### src/rtl/truth_table_sweeper_if.sv
// Handshake/result bundle between the truth-table sweeper and the function blocks
// under comparison. master = sweeper side, slave = stimulus/function side.
interface truth_table_sweeper_if #(
    parameter int N_IN = 4
);
    logic                  start;
    logic [N_IN-1:0]       vec;
    logic                  sa;
    logic                  sb;
    logic                  busy;
    logic                  done;
    logic [2**N_IN-1:0]    mask_a;
    logic [2**N_IN-1:0]    mask_b;
    logic [N_IN:0]         mismatch_cnt;
    logic [N_IN-1:0]       first_mm;
    logic                  equal;

    modport master (
        input  start, sa, sb,
        output vec, busy, done, mask_a, mask_b, mismatch_cnt, first_mm, equal
    );

    modport slave (
        output start, sa, sb,
        input  vec, busy, done, mask_a, mask_b, mismatch_cnt, first_mm, equal
    );
endinterface

### src/rtl/truth_table_sweeper.sv
// Sweeps every input vector in ascending order into two implementations of one
// function, captures both outputs as minterm masks and tallies disagreements.
module truth_table_sweeper #(
    parameter int N_IN   = 4,
    parameter int SETTLE = 1
) (
    input  logic                   clk,
    input  logic                   reset,
    truth_table_sweeper_if.master  bus
);
    localparam int NVEC = 2**N_IN;
    localparam int CW   = (SETTLE > 1) ? $clog2(SETTLE) : 1;
    localparam logic [N_IN-1:0] VEC_MAX     = '1;
    localparam logic [CW-1:0]   SETTLE_LAST = CW'(SETTLE - 1);

    typedef enum logic [1:0] {IDLE, APPLY, SAMPLE, DONE} state_t;

    state_t             state;
    logic [CW-1:0]      settle_cnt;
    logic [N_IN-1:0]    vec_r;
    logic [NVEC-1:0]    mask_a_r;
    logic [NVEC-1:0]    mask_b_r;
    logic [N_IN:0]      mm_cnt_r;
    logic [N_IN-1:0]    first_mm_r;
    logic               busy_r;
    logic               done_r;
    logic               equal_r;

    logic               launch;
    logic               mm_now;
    logic [N_IN:0]      mm_cnt_next;

    // start only counts when no sweep is running; DONE restarts like IDLE
    assign launch      = bus.start && (state == IDLE || state == DONE);
    assign mm_now      = bus.sa ^ bus.sb;
    assign mm_cnt_next = mm_cnt_r + {{N_IN{1'b0}}, mm_now};

    always_ff @(posedge clk) begin
        if (reset) begin
            state      <= IDLE;
            settle_cnt <= '0;
            vec_r      <= '0;
            mask_a_r   <= '0;
            mask_b_r   <= '0;
            mm_cnt_r   <= '0;
            first_mm_r <= '0;
            busy_r     <= 1'b0;
            done_r     <= 1'b0;
            equal_r    <= 1'b0;
        end else if (launch) begin
            state      <= APPLY;
            settle_cnt <= '0;
            vec_r      <= '0;
            mask_a_r   <= '0;
            mask_b_r   <= '0;
            mm_cnt_r   <= '0;
            first_mm_r <= '0;
            busy_r     <= 1'b1;
            done_r     <= 1'b0;
            equal_r    <= 1'b0;
        end else begin
            case (state)
                APPLY: begin
                    if (settle_cnt == SETTLE_LAST) begin
                        state <= SAMPLE;
                    end else begin
                        settle_cnt <= settle_cnt + 1'b1;
                    end
                end
                SAMPLE: begin
                    mask_a_r[vec_r] <= bus.sa;
                    mask_b_r[vec_r] <= bus.sb;
                    if (mm_now) begin
                        mm_cnt_r <= mm_cnt_next;
                        if (mm_cnt_r == '0) begin
                            first_mm_r <= vec_r;
                        end
                    end
                    // last vector: hold vec at max rather than wrapping
                    if (vec_r == VEC_MAX) begin
                        state   <= DONE;
                        busy_r  <= 1'b0;
                        done_r  <= 1'b1;
                        equal_r <= (mm_cnt_next == '0);
                    end else begin
                        vec_r      <= vec_r + 1'b1;
                        settle_cnt <= '0;
                        state      <= APPLY;
                    end
                end
                default: begin
                end
            endcase
        end
    end

    assign bus.vec          = vec_r;
    assign bus.mask_a       = mask_a_r;
    assign bus.mask_b       = mask_b_r;
    assign bus.mismatch_cnt = mm_cnt_r;
    assign bus.first_mm     = first_mm_r;
    assign bus.busy         = busy_r;
    assign bus.done         = done_r;
    assign bus.equal        = equal_r;
endmodule

### src/flat_wrapper.sv
// flat-port wrapper written by rule: the top's interface ports become plain ports
module truth_table_sweeper_flat 
#(
    parameter int N_IN   = 4,
    parameter int SETTLE = 1
)
  (clk, reset, bus_start, bus_sa, bus_sb, bus_vec, bus_busy, bus_done, bus_mask_a, bus_mask_b, bus_mismatch_cnt, bus_first_mm, bus_equal);
  truth_table_sweeper_if #(.N_IN(N_IN)) bus_i ();
  input  logic clk;
  input  logic reset;
  input wire logic [$bits(bus_i.start)-1:0] bus_start;
  input wire logic [$bits(bus_i.sa)-1:0] bus_sa;
  input wire logic [$bits(bus_i.sb)-1:0] bus_sb;
  output wire logic [$bits(bus_i.vec)-1:0] bus_vec;
  output wire logic [$bits(bus_i.busy)-1:0] bus_busy;
  output wire logic [$bits(bus_i.done)-1:0] bus_done;
  output wire logic [$bits(bus_i.mask_a)-1:0] bus_mask_a;
  output wire logic [$bits(bus_i.mask_b)-1:0] bus_mask_b;
  output wire logic [$bits(bus_i.mismatch_cnt)-1:0] bus_mismatch_cnt;
  output wire logic [$bits(bus_i.first_mm)-1:0] bus_first_mm;
  output wire logic [$bits(bus_i.equal)-1:0] bus_equal;
  assign bus_i.start = bus_start;
  assign bus_i.sa = bus_sa;
  assign bus_i.sb = bus_sb;
  assign bus_vec = bus_i.vec;
  assign bus_busy = bus_i.busy;
  assign bus_done = bus_i.done;
  assign bus_mask_a = bus_i.mask_a;
  assign bus_mask_b = bus_i.mask_b;
  assign bus_mismatch_cnt = bus_i.mismatch_cnt;
  assign bus_first_mm = bus_i.first_mm;
  assign bus_equal = bus_i.equal;
  truth_table_sweeper #(.N_IN(N_IN), .SETTLE(SETTLE)) u_core (.clk(clk), .reset(reset), .bus(bus_i));
endmodule
### config.mk
export PLATFORM = sky130hd
export DESIGN_NAME = truth_table_sweeper_flat
export DESIGN_NICKNAME = d
export VERILOG_FILES = /design/src/rtl/truth_table_sweeper_if.sv /design/src/rtl/truth_table_sweeper.sv /design/src/flat_wrapper.sv
export SDC_FILE = /design/constraint.sdc
export NUM_CORES = 1
export LEC_CHECK = 0
export ABC_AREA = 1
export CORE_MARGIN = 3
export CORE_UTILIZATION = 51
export CTS_CLUSTER_DIAMETER = 100
export DETAILED_ROUTE_END_ITERATION = 7
export MAX_ROUTING_LAYER = met4
export PLACE_DENSITY = 0.84
export SYNTH_ARGS = -nofsm -noshare
export SYNTH_HDL_FRONTEND = slang
export SYNTH_SLANG_ARGS = --single-unit
### constraint.sdc
create_clock -name clk -period 3.7 [get_ports clk]
set_input_delay 1.11 -clock clk [delete_from_list [all_inputs] [get_ports clk]]
set_output_delay 1.11 -clock clk [all_outputs]
set_load 0.01 [all_outputs]
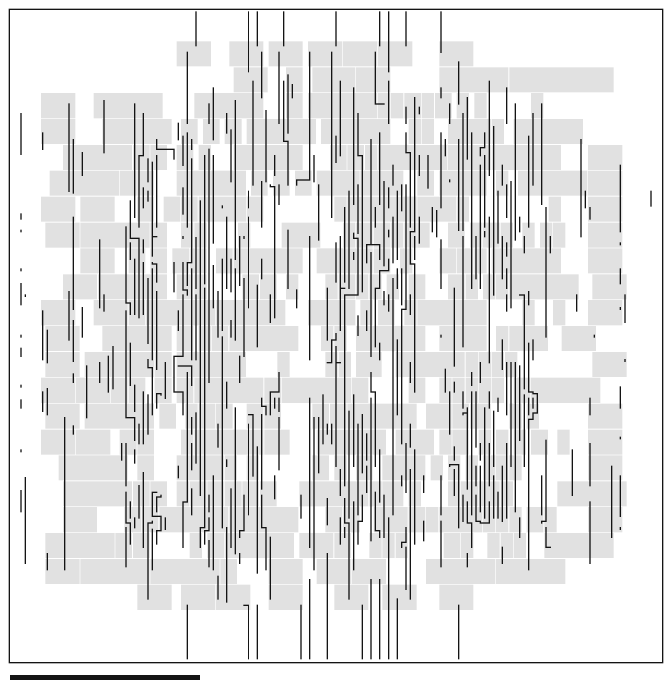
run_1/met2.png
The bar under the picture is 20 um long.
nets with wire on the layer = 265
longest straight run = 30.9 um
met2 GRT Util: 35.9%
drt total wl: 4690 um
via count: 1,862

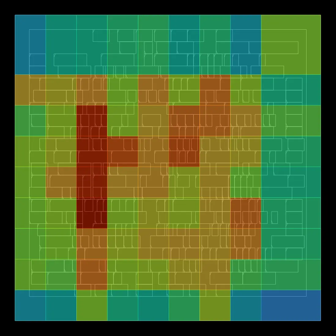
run_1/final_congestion.png
GR Layer Usage met1: 29.3%
WL/cell: 13.1 um
GR Layer Usage met3: 4.86%
busiest grt layer: met2
Total GRT Usage: 23.0%

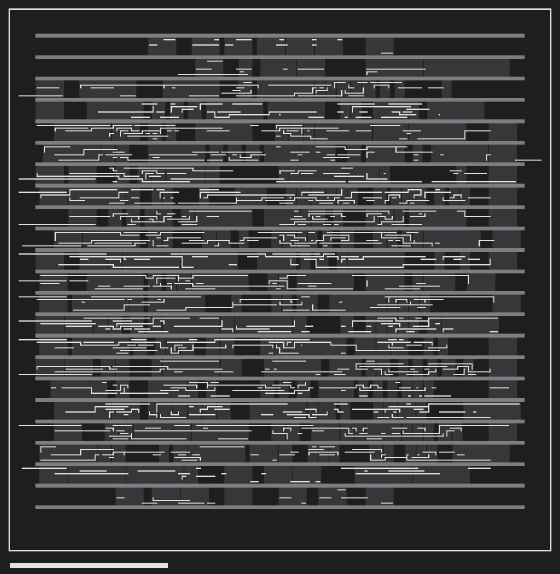
run_1/met1.png
The bar under the picture is 20 um long. Supply wires on this layer in grey.
wire length on this layer = 2,190 um
longest straight run = 22.5 um

==> impl_metrics.yaml, run 1 <==
# generated from flow reports
sta:
  whs_ns: 0.485
  rsz0062_at_grt: "no"
  fin_crit_ns: 2.73
  fmax_ghz: 0.366
  max_slew_margin_pct: 70.7
  final.setup_skew_ns: 0.00437
  fin_setup_tns_ns: 0
  drv_slew: 0
  worst_pin_slew_ns: 0.437
  finalHoldViolCount: 0
  finalCritPeriodShare_pct: 73.9
  setup_viol: 0
critical_path:
  crit_type: "input port to register"
  crit_path_start: "bus_sa"
  reg2reg_from: "u_core.state[0]"
  worst_ep_required_time_ns: 3.94
  path_max_fanout: 17
  crit_path_top_delay_cell: "clkdlybuf4s50_1"
  critical-path-top-delay-family: "buffers and inverters"
  worst-path-buf-inv: 3
  cp.arrival_ns: 2.97
  max_stage_delay_ns: 0.44
  startpoint_type: "input port"
  crit_path_end_kind: "register"
  crit_path_cell_trace: "clkdlybuf4s50_1, inv_2, nand2_1, nand2_2, inv_1, ha_1, ha_1, nor2_1, nand3_1, nor2_1, nand2_1, a21oi_1"
routing:
  dr.pass1.iters: 4
  final_antenna_net_count: 0
  vias_per_cell: 5.20
  drc: 0
  dr.first_iter.drc_count: 188
cts:
  cts_hold_buffers: 0
  clockRootBuffer: "clkbuf_8"
  cts_buffers: 5
  cts_setup_buffers: 0
  clock-sinks: 50
  cts_tree: "done"
  clk_pin_slew_ns: 0.09
  htreeDepth: 2
  ctsLongestPathBuffers: 2
  cts.repair.resized: 0
  insertion_delay_ns: 0.30
yosys:
  fp_nets: 268
  ys_seq_share_pct: 50.2
  synthesis.area_mm2: 0.00199
  ys_chip_area_mm2: 0.00199
  netlist_instances: 255
  yosysUniqueCellTypes: 17
  synth-seq-cells: 50
  ys_cells: 255
  yosys_warnings: 0
  syn_area_per_cell_um2: 7.82
floorplan:
  die_w_um: 68.5
  fp-row-count: 22
  coreArea_mm2: 0.00372
  ios: 53
  die_height_um: 68.5
  fp-utilization_pct: 53.7
  die_area_mm2: 0.00470
cells_and_area:
  post-route-util_pct: 71.8
  diodes: 0
  syn2layout_area_growth_pct: 33.8
  most-common-layout-cells: "clkdlybuf4s50_1, dfxtp_1, nor2_1"
  nets: 322
  final_common_cell: "clkdlybuf4s50_1"
  drive_gt1_share_pct: 5.16
min_path:
  hold_start: "u_core.bus.busy"
  min_path_type: "register to register"
power:
  p_per_area_mw_per_mm2: 510
  leakage_nw: 1.04
  peakVddDrop_mv: 0.267
placement:
  hpwl_um: 3320
  numPortBuffers: 52
  place.gp.congestion: 0.771
global_routing:
  overflow: 0
  grt_pass1_vias: 1785
  grt_pass1_wl_um: 7960
  grt_max_degree: 26
  antenna_found_initial: 0
flow_run:
  openroad.warnings: 30
  cap_violations: 0
status:
  status: "finished clean"
[run 1: sequential cells by signal (all words and copies together) (netlist names)]
signal / cells
u_core.bus.mismatch_cnt: 5
u_core.bus.equal: 1
u_core.bus.mask_a: 16
u_core.bus.first_mm: 4
u_core.bus.mask_b: 16
u_core.state: 2
u_core.bus.busy: 1
u_core.bus.done: 1
u_core.bus.vec: 4
[run 1: final cells by class]
cell class                      count  area (um2)
Fill cell                         304        1050
Sequential cell                    50        1000
Multi-Input combinational cell    176         883
Timing Repair Buffer               53         528
Inverter                           23        86.3
Clock buffer                        6        72.6
Tap cell                           48        60.1
Clock inverter                      2        37.5
[run 1: through the flow]
step	power [W]	setup WS, ns	cells	instance area [um2]
finish	0.00136	0.965	358	2670
global route	0.00144	0.782	358	2670
CTS	0.00137	0.958	358	2670
detailed placement	0.000987	0.653	350	2560
global placement	0.000978	0.690	350	2560
floorplan	0.000863	1.38	255	1990
[run 1: synth_stat cells, drive strengths merged]
cell / number / area share (%)
a211oi: 1 / 0.38
a21oi: 38 / 9.5
buf: 1 / 0.25
clkbuf: 5 / 0.94
dfxtp: 50 / 50
ha: 8 / 5.0
inv: 23 / 4.3
nand2: 29 / 5.6
nand3: 8 / 2.0
nand4: 2 / 0.63
nor2: 47 / 10
nor3: 1 / 0.25
o21ai: 42 / 11
[run 1: metal layers]
metal	routed length, um	up-vias	GRT usage [%]
met1	2190	840	29.3
met4	72	0	8.19
li1	-	956	-
met3	216	9	4.86
met5	0	-	-
met2	2210	57	35.9
[run 1: final timing paths]
kind,slack [ns],cells after the start,endpoint
worst max-delay path,0.97,12,u_core.bus.equal
worst min-delay path,0.48,2,u_core.bus.busy
worst max register to register,1.84,8,u_core.bus.mask_b[3]
worst min register to register,0.48,2,u_core.bus.busy
[run 1: logic make-up (layout without fill, tap and decap cells)]
group                    Yosys count  in the layout  share of synthesized area, %
buffers and inverters             29             84                          5.52
adder cells (fa/ha/maj)            8              8                          5.02
AND-OR/OR-AND                     81             81                          20.5
flip-flops                        50             50                          50.2
AND/OR/NAND/NOR                   87             87                          18.8
[run 1: power by group]
group	internal [W]	switching, W	leakage [nW]
clock network	0.000202	0.000176	0.0514
registers	0.000580	0.0000332	0.404
logic	0.000141	0.000229	0.583
[run 1: worst reg2reg max path: stages (launching register included)]
cell     delay, ns
dfxtp_1       0.34
inv_1         0.06
ha_1          0.32
nand2_1       0.10
inv_1         0.08
nor2_4        0.30
buf_4         0.33
o21ai_0       0.13
a21oi_1       0.14
--- run 2 (diff from run 1) ---
Settings changed: CORE_UTILIZATION 51 to 43, PLACE_DENSITY 0.84 to 0.76.
Clock period 3.7 ns to 2.4 ns, I/O delays scaled along.
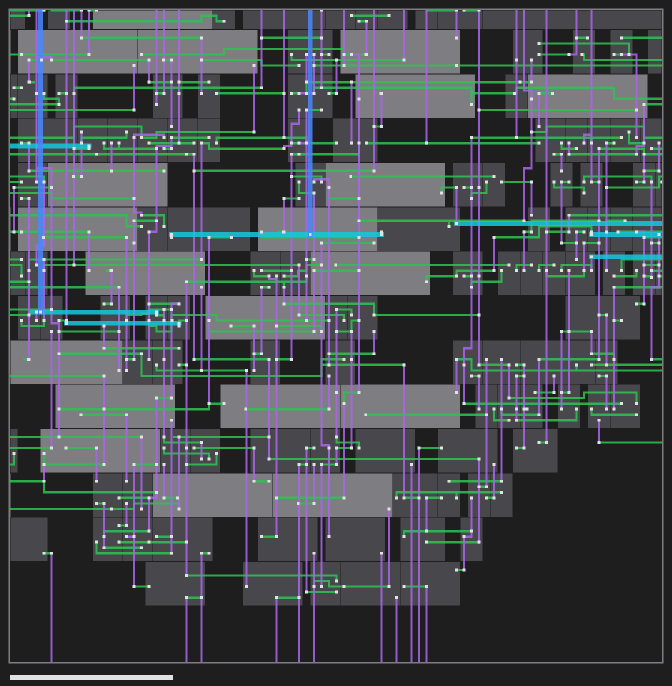
run_2/zoom.png
The bar under the picture is 10 um long. Region (17, 2) to (57, 42) um. Cells in grey, sequential cells in the stronger grey; small squares are vias.
met4 -> blue
met1 -> green
met3 -> cyan
met2 -> purple
netlist names of flops here include = `u_core.bus.mask_a` (7), `u_core.bus.mask_b` (6), `u_core.bus.mismatch_cnt` (3)
cells with their middle in the window = 118
most frequent = nor2_1 (23), dfxtp_1 (19), a21oi_1 (15)
sequential cells in the window = 19

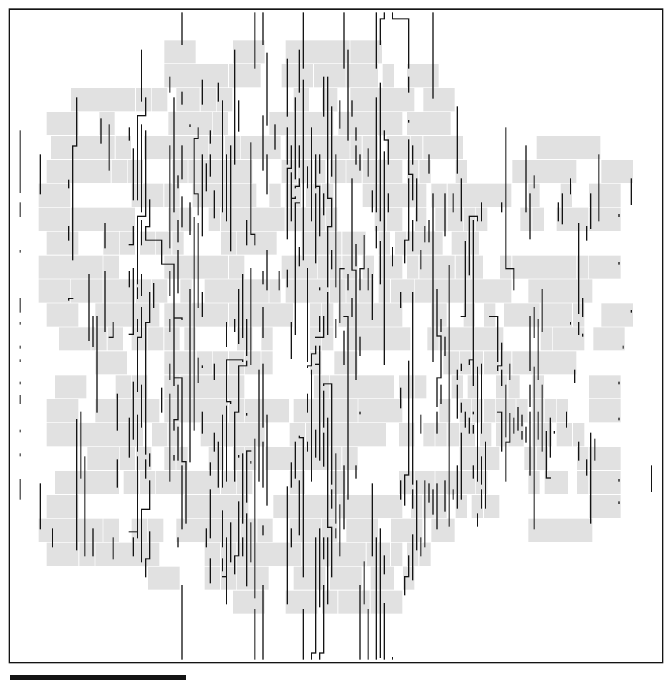
run_2/met2.png
The bar under the picture is 20 um long.
main direction = vertical
longest straight run = 29.6 um
share of all routed wire = 43%
wire length on this layer = 2,030 um
via count: 1,838
met2 GRT Util: 28.6%

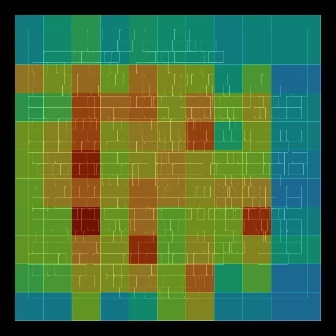
run_2/final_congestion.png
Total GRT Usage: 19.2%
WL/cell: 12.9 um

==> impl_metrics.yaml, run 2 <==
# generated from flow reports
placement:
  place.gp.congestion: 0.826
  hpwl_um: 3440
  numPortBuffers: 52
sta:
  whs_ns: 0.476
  rsz0062_at_grt: "no"
  fin_setup_tns_ns: 0
  finalHoldViolCount: 0
  finalCritPeriodShare_pct: 86.7
  max_slew_margin_pct: 67.2
  fmax_ghz: 0.480
  final.setup_skew_ns: 0.0106
cts:
  cts_hold_buffers: 0
  insertion_delay_ns: 0.31
  ctsLongestPathBuffers: 2
  cts_buffers: 5
  clk_pin_slew_ns: 0.10
  cts_setup_buffers: 0
  htreeDepth: 2
  cts_tree: "done"
yosys:
  yosysUniqueCellTypes: 17
  synth.most_common_cell: "dfxtp_1"
  ff_type: "dfxtp_1"
  ys_cells: 255
  netlist_instances: 255
  fp_nets: 268
  synthesis.area_mm2: 0.00199
  ys_seq_share_pct: 50.2
  area_leaders: "dfxtp_1, a21oi_1, o21ai_0"
  yosys-top-cells-count: "dfxtp_1, nor2_1, a21oi_1, o21ai_0, nand2_1"
  ys_chip_area_mm2: 0.00199
  synth-seq-cells: 50
  synth-edff-count: 0
floorplan:
  ios: 53
  fp-utilization_pct: 45.2
  fp-row-count: 24
  die_height_um: 74.1
  die_w_um: 74.1
critical_path:
  path_max_fanout: 8
  critical-path-top-delay-family: "buffers and inverters"
  worst-path-buf-inv: 1
  crit_path_cell_trace: "clkdlybuf4s50_1"
  crit_type: "register to primary output"
  worst_ep_required_time_ns: 1.68
  max_stage_delay_ns: 0.59
  cp.arrival_ns: 1.36
cells_and_area:
  drive_gt1_share_pct: 7.28
  instances_no_fill: 368
  final_common_cell: "clkdlybuf4s50_1"
  syn2layout_area_growth_pct: 36.5
  most-common-layout-cells: "clkdlybuf4s50_1, dfxtp_1, nor2_1"
  nets: 328
global_routing:
  grt_max_degree: 18
  overflow: 0
  grt_pass1_vias: 1779
flow_run:
  cap_violations: 0
  openroad.warnings: 30
power:
  peakVddDrop_mv: 0.435
  leakage_nw: 1.07
routing:
  drt-total-wl_um: 4730
  dr.pass1.iters: 4
  vias_per_cell: 4.99
min_path:
  min_path_type: "register to register"
status:
  status: "finished clean"
## run 2: cell count changes in the layout (fill, tap and decap cells not counted)
cell,before,now
clkinvlp_4,1,2
buf_4,1,7
clkbuf_1,1,0
## run 2: metrics by stage
stage | total power (W) | util, % | setup slack (ns) | area, um2
3_3_place_gp | 0.00153 | 59.1 | 0.0615 | 2610
6_report | 0.00213 | 61.7 | 0.319 | 2720
5_1_grt | 0.00225 | 61.7 | 0.220 | 2720
3_5_place_dp | 0.00155 | 59.1 | 0.00130 | 2610
4_1_cts | 0.00214 | 61.7 | 0.319 | 2720
2_1_floorplan | 0.00133 | - | 0.475 | 1990
## run 2: worst reg2reg max path, stage by stage (launching register included)
cell,delay [ns]
dfxtp_1,0.35
inv_1,0.06
ha_1,0.32
nand2_1,0.09
inv_1,0.07
nor2_4,0.11
buf_4,0.20
o21ai_0,0.11
a21oi_1,0.14
## run 2: logic make-up (layout without fill, tap and decap cells)
| group | count (synthesis) | count (layout) | share of synthesized area [%] |
|---|---|---|---|
| flip-flops | 50 | 50 | 50.2 |
| adder cells (fa/ha/maj) | 8 | 8 | 5.02 |
| buffers and inverters | 29 | 90 | 5.52 |
| AND-OR/OR-AND | 81 | 81 | 20.5 |
| AND/OR/NAND/NOR | 87 | 87 | 18.8 |
## run 2: cell type report
class,instances,share of cell area [%]
Clock buffer,5,2.53
Inverter,23,3.17
Tap cell,52,2.39
Multi-Input combinational cell,176,32.4
Sequential cell,50,36.8
Clock inverter,3,1.65
Timing Repair Buffer,59,21.0
## run 2: metal layers
layer | track usage [%] | up-vias | share of wire (%)
met1 | 26.1 | 817 | 50
met4 | 4.63 | 0 | 1.5
met2 | 28.6 | 52 | 43
li1 | - | 962 | -
met3 | 5.00 | 7 | 5.4
met5 | - | - | 0
## run 2: worst paths after layout
kind              depth (start not counted)                       start  slack [ns]                  end
hold reg to reg                           2             u_core.bus.busy        0.48      u_core.bus.busy
setup reg to reg                          8             u_core.state[0]        0.88    u_core.bus.vec[1]
setup / recovery                          1  u_core.bus.mismatch_cnt[2]        0.32  bus_mismatch_cnt[2]
hold / removal                            2             u_core.bus.busy        0.48      u_core.bus.busy
## run 2: power breakdown
part	leakage, nW	internal, W	switching, W	total [W]
Combinational	0.613	0.000234	0.000349	0.000583
Clock	0.0504	0.000310	0.000293	0.000603
Sequential	0.404	0.000894	0.0000514	0.000945
--- run 3 (diff from run 2) ---
Settings changed: ABC_AREA 1 to default, CORE_UTILIZATION 43 to 44, PLACE_DENSITY 0.76 to 0.83.
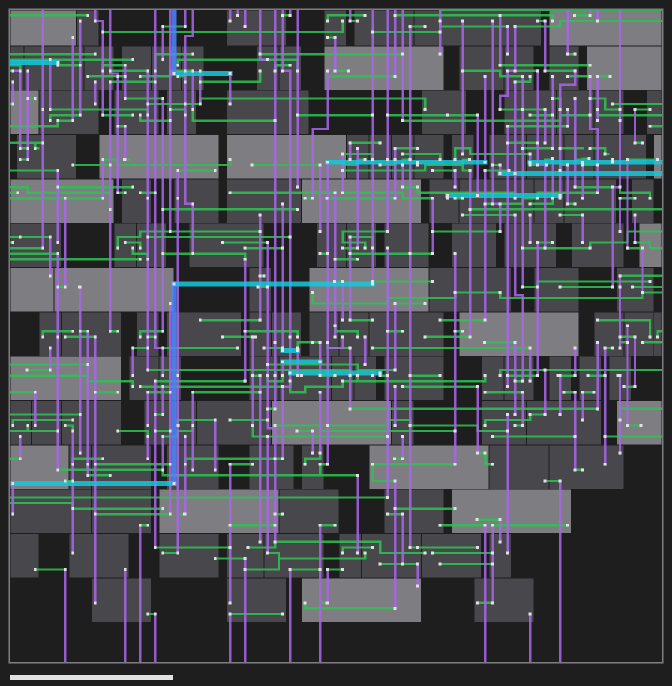
run_3/zoom.png
The bar under the picture is 10 um long. Region (18, 3) to (58, 43) um. Cells in grey, sequential cells in the stronger grey; small squares are vias.
met2 -> purple
met4 -> blue
met1 -> green
met3 -> cyan
most frequent = dfxtp_1 (17), nor2_1 (16)
sequential cells in the window = 17
cells with their middle in the window = 128
netlist names of flops here include = `u_core.bus.first_mm` (4), `u_core.bus.vec` (4), `u_core.bus.mask_a` (3)

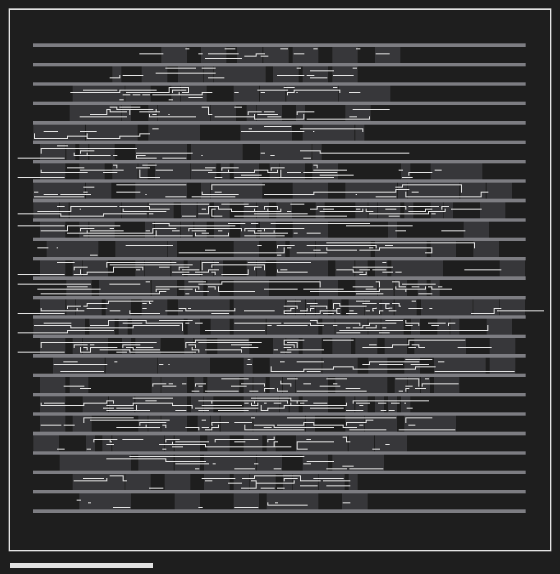
run_3/met1.png
The bar under the picture is 20 um long. Supply wires on this layer in grey.
nets with wire on the layer = 263
main direction = horizontal
wire length on this layer = 2,090 um
longest straight run = 24.4 um
share of all routed wire = 46%
drt total wl: 4580 um
via count: 1,722

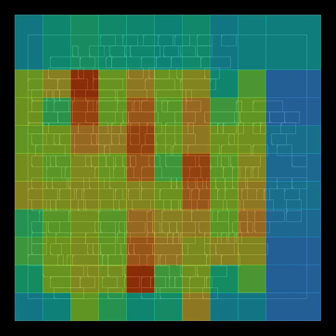
run_3/final_congestion.png
WL/cell: 13.8 um
final core utilization: 62.0%

==> impl_metrics.yaml, run 3 <==
# generated from flow reports
floorplan:
  die_area_mm2: 0.00572
  ios: 53
  fp-utilization_pct: 47.4
yosys:
  yosys-top-cells-count: "dfxtp_1, nor2_1, mux2i_1, nand2_1, nand3_1"
  fp_nets: 240
  area_leaders: "dfxtp_1, mux2i_1, nor2_1"
  synth.most_common_cell: "dfxtp_1"
  synth-seq-cells: 50
  ff_type: "dfxtp_1"
  synthesis.area_mm2: 0.00213
  ys_sh_xor_pct: 4.57
  logic_family: "simple AND/OR/NAND/NOR gates"
  netlist_instances: 227
  synth-edff-count: 0
  syn_area_per_cell_um2: 9.40
  ys_chip_area_mm2: 0.00213
sta:
  setup_viol: 0
  finalHoldViolCount: 0
  fin_crit_ns: 2.26
  fin_setup_tns_ns: 0
  final.setup_skew_ns: 0.00443
  finalCritPeriodShare_pct: 94.1
  layout_setup_ws_ns: 0.142
  fmax_ghz: 0.443
  rsz0062_at_grt: "no"
  drv_slew: 0
cells_and_area:
  drive_gt1_share_pct: 6.41
  n_fill_cell: 385
  nets: 293
  logic_area_mm2: 0.00103
  final_common_cell: "clkdlybuf4s50_1"
  most-common-layout-cells: "clkdlybuf4s50_1, dfxtp_1, nor2_1"
cts:
  clock-sinks: 50
  htreeDepth: 2
  ctsLongestPathBuffers: 2
  cts_tree: "done"
  cts_hold_buffers: 0
  cts_setup_buffers: 0
  clockRootBuffer: "clkbuf_8"
  cts_buffers: 5
critical_path:
  max_stage_delay_ns: 0.51
  cp.arrival_ns: 2.50
  r2r-end: "u_core.bus.mask_b[3]"
  r2r_slack_ns: 0.71
  path_max_fanout: 3
  reg2reg_depth: 6
  startpoint_type: "input port"
  crit_path_end_kind: "register"
  reg2reg_from: "u_core.state[0]"
  crit_path_top_delay_cell: "clkdlybuf4s50_1"
  worstSetupEndpoint: "u_core.bus.equal"
  crit_type: "input port to register"
routing:
  vias_per_cell: 5.17
  dr.pass1.iters: 5
  dr.first_iter.drc_count: 84
  drc: 0
placement:
  numPortBuffers: 52
  dp_cells: 325
flow_run:
  openroad.warnings: 30
  cap_violations: 0
power:
  peakVddDrop_mv: 0.385
  p_per_area_mw_per_mm2: 614
status:
  status: "finished clean"
global_routing:
  grt_max_degree: 30
  overflow: 0
  grt_pass1_wl_um: 7560
## run 3: cell types whose count changed in the layout (fill, tap and decap cells not counted), moves of 3 or more
cell / change
xnor2_1: +3
and3_1: +3
nand3_1: +8
inv_2: -3
a21oi_1: -28
inv_1: -15
nor2_4: -4
xor2_1: +5
nand2_1: -11
mux2i_1: +34
o21ai_0: -36
o21ai_1: -6
nand4_1: +3
nor3_1: +5
## run 3: worst min path at each step
stage                             to  slack (ns)  cells after the start
2_1_floorplan        u_core.state[1]        0.46                      2
3_3_place_gp   u_core.bus.mask_b[15]        0.45                      2
3_5_place_dp        u_core.bus.equal        0.45                      2
4_1_cts             u_core.bus.equal        0.47                      2
5_1_grt             u_core.bus.equal        0.49                      2
6_report             u_core.bus.busy        0.46                      2
## run 3: cell type report
class	count	area share, %
Timing Repair Buffer	60	20.8
Tap cell	52	2.33
Inverter	5	0.672
Multi-Input combinational cell	158	37.0
Clock buffer	6	2.96
Sequential cell	50	35.8
Clock inverter	2	0.448
## run 3: cell families after synthesis
| kind of cell | count (synthesis) |
|---|---|
| AND/OR/NAND/NOR | 96 |
| flip-flops | 50 |
| multiplexers | 34 |
| buffers and inverters | 19 |
| AND-OR/OR-AND | 11 |
| XOR/XNOR | 9 |
| adder cells (fa/ha/maj) | 8 |
## run 3: critical path, delay by kind of cell
family / cells / cell delay [ns]
compound gates: 1 / 0.15
xor+xnor: 2 / 0.38
fa+ha+maj: 2 / 0.42
buf+inv: 1 / 0.51
simple gates: 2 / 0.32
## run 3: stage by stage
stage	cell area, um2	total power (W)	hold WS, ns
floorplan	2130	0.00113	0.457
global placement	2700	0.00121	0.447
detailed placement	2700	0.00122	0.454
CTS	2790	0.00173	0.467
global route	2790	0.00181	0.495
finish	2790	0.00172	0.459
## run 3: per-layer routing
layer	wire length, um	global-route usage [%]	vias up
li1	-	-	867
met1	2090	22.8	788
met2	2170	27.5	63
met3	290	5.01	4
met4	34	5.24	0
met5	0	-	-
## run 3: power breakdown
group	switching [W]	total, W	internal (W)	leakage [nW]
Combinational	0.000201	0.000323	0.000123	0.715
Clock	0.000277	0.000509	0.000232	0.0472
Sequential	0.0000239	0.000883	0.000859	0.403

==> screenshots <==
Drive-strength map.
The bar under the picture is 20 um long.
image #1
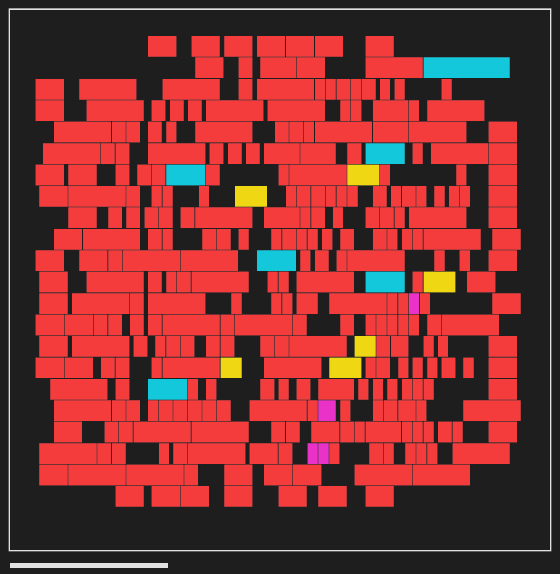
image #2
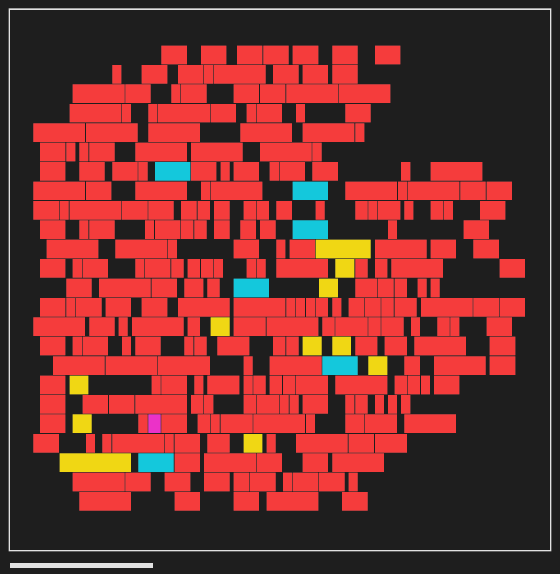
image #3
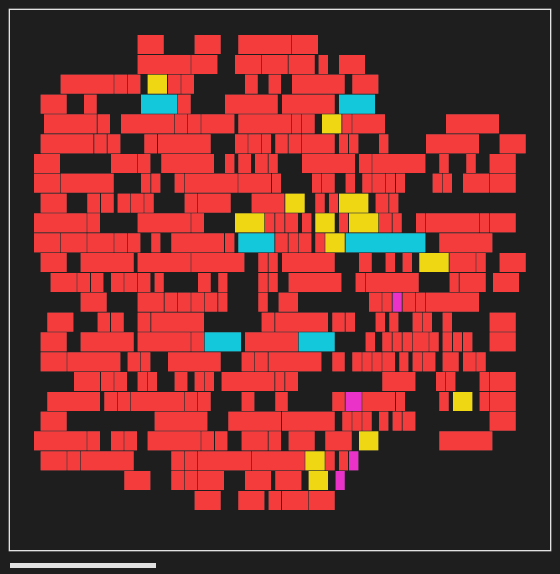
For run 3, see image #2.
For run 2, see image #3.
For run 1, see image #1.

Power and IR drop assume default switching activity.
